==> config.mk <==
export PLATFORM = sky130hd
export DESIGN_NAME = spram_fifo_vr_flat
export DESIGN_NICKNAME = d
export VERILOG_FILES = /design/src/rtl/spram_fifo_vr_if.sv /design/src/rtl/spram_fifo_vr.sv /design/src/flat_wrapper.sv
export SDC_FILE = /design/constraint.sdc
export NUM_CORES = 1
export LEC_CHECK = 0
export CORE_ASPECT_RATIO = 1.1
export CORE_MARGIN = 2
export CORE_UTILIZATION = 55
export DETAILED_ROUTE_END_ITERATION = 10
export DONT_BUFFER_PORTS = 1
export PLACE_DENSITY = 0.75
export SLEW_MARGIN = 5
export SYNTH_ARGS = -nofsm -noshare
export SYNTH_HDL_FRONTEND = slang
export SYNTH_SLANG_ARGS = --single-unit
==> constraint.sdc <==
create_clock -name clk -period 6 [get_ports clk]
set_input_delay 1.2 -clock clk [delete_from_list [all_inputs] [get_ports clk]]
set_output_delay 1.2 -clock clk [all_outputs]
set_load 0.01 [all_outputs]
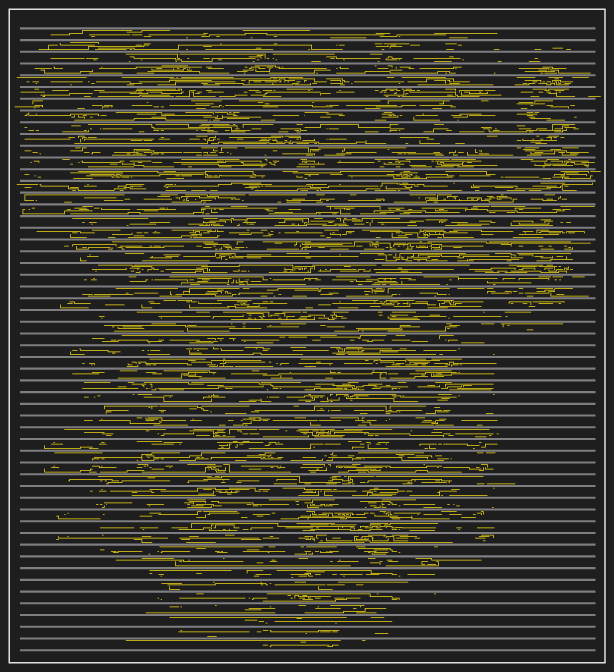
Fig. 1. M1 wires.
Supply wires on this layer in grey.
The layer holds 41% of the routed length. The longest straight run is 49.7 um.
vias post-DR: 6,287
GR met1 Demand/Resource: 32.9%

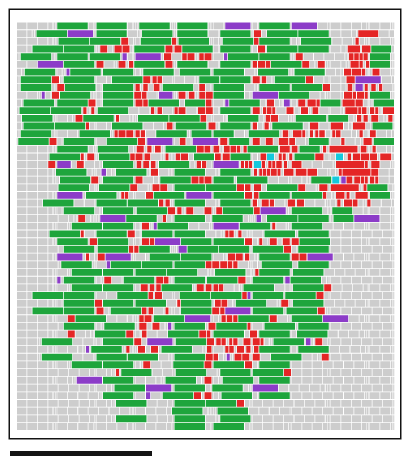
Fig. 2. Cells coloured by class.
The bar under the picture is 50 um long. Fill, decap, tap and diode cells in grey.
Key: clock drivers and dummy loads = purple [cells 50]; remaining buffers and delay cells = cyan [cells 4]; sequential cells = green [cells 281]; combinational and other logic = red [cells 369]
row count: 53
core area: 0.0192 sq mm

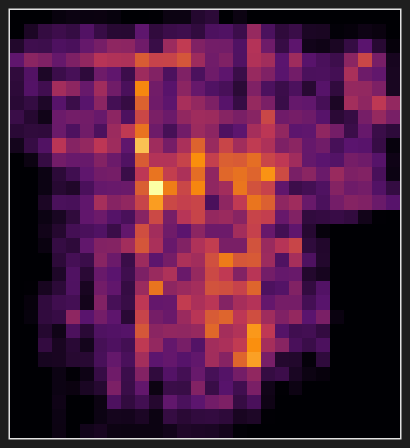
Fig. 3. Wire density map.
28 x 30 tiles, from black (low) to pale yellow (high), scaled to the fullest tile. Values are wire area over tile area, all layers added.
The densest ninth of the die: middle. The fullest tile reaches 0.82. 10% of the tiles are over half the peak.
Post-Route WL: 24.0 mm
All-Layer GR Usage: 23.8%
Avg WL per Cell: 25.2 um

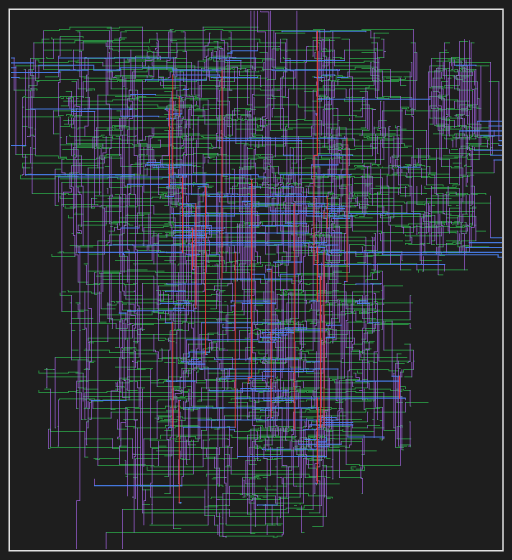
Fig. 4. Routed metal, one colour a layer.
Key: metal 4 = red [wire length 745 um]; metal 3 = blue [wire length 1,980 um]; metal 2 = purple [wire length 11,500 um]; metal 1 = green [wire length 9,730 um]

==> results.txt <==
Purpose: to document the outcome of synthesis and place and route.

Place
The final weighted congestion in routability-driven placement is slightly below 0.9. Once placement completed, the tool counted placed cells totaling 901.

Job
The number of warnings the tools reported is 26.

Final timing
The max-slew headroom at the worst pin is roughly 29%. The upper clock frequency limit is ~0.24 GHz. Looking at the max-slew report, the worst-margin pin has a slew of 1.07 ns. The final timing report gives a worst setup slack of approximately 1.9 ns.

Route
The violation tally recorded at the end of detailed-routing iteration 0 is approximately 860. The script logs the ratio of routed vias to standard cells as 6.61.

Global route
For this run, global-route usage on met2 was measured as a little under two fifths. The number of global-route vias before repair is slightly above 6,000. The first global-routing pass estimated 36.4 mm of wire.

Pwr
The largest voltage drop on the vdd net is approximately 0.00028 V. The areal power density over the cells is between 300 and 400 mW/mm^2. The total design power is 4.48 mW.

Worst setup path
The maximum net fanout on the critical path is 27. The critical path launch point type is a flip-flop. The nature of the critical path endpoint is a flip-flop. According to the timing report, the data required time at the worst endpoint equals around 6.4 ns. The cell seen most often among critical-path stages is sky130_fd_sc_hd__a21oi_1. The timing report lists the critical path depth as 11 cells.

Synthesis
The most area-hungry cell type in the Yosys netlist is sky130_fd_sc_hd__edfxtp_1. The cell area after technology mapping is ~0.011 sq mm. The area of the synthesized netlist per yosys stat is between 0.01 and 0.015 sq mm.

The count of distinct cell types in the synthesized netlist is 35.

Worst hold path
The most critical min-delay path falls under flip-flop to flip-flop. The hold path depth is 2.

Final layout
The post-route standard cell area excluding fillers is 0.0117 sq mm. The final layout contains between 700 and 800 nets. The area overhead of the layout relative to synthesis is 8.42%. Cells with a size suffix above 1 make up about 7.4% of the layout. The number of antenna diodes in the final layout is 0.

CTS
The clock-pin slew on the worst setup and hold paths is ~0.060 ns. The clock sink total is approximately 280. In this run, CTS created clock tree buffers numbering 27.

Die
The area enclosed by the die boundary is 0.0208 sq mm.

Status
The flow ran to the end, and the final reports show no timing, DRC or antenna violations.
## power by group
group / leakage (nW) / internal, mW / switching [mW]
Clock: 0.397 / 0.859 / 0.689
Sequential: 2.51 / 2.19 / 0.0814
Combinational: 0.717 / 0.228 / 0.432
## cell families after synthesis
logic type	share of synthesized area, %
flops	75.6
compound gates	14.3
simple gates	4.64
buf+inv	2.81
xor+xnor	1.05
mux	0.659
fa+ha+maj	0.879
## area by class of cell
type / instances / area [sq um]
fill: 1394 / 7500
timing repair buffer: 4 / 30.0
clock buffer: 39 / 741
tap: 247 / 309
sequential: 281 / 8190
clock inverter: 11 / 61.3
multi-input combinational: 362 / 2380
inverter: 7 / 26.3
## per-layer routing
layer,part of all wire (%),up-vias
met2,48,359
met1,41,3140
li1,-,2733
met4,3.1,0
met3,8.2,55
met5,0,-
Power is estimated from default activity; no workload was simulated.
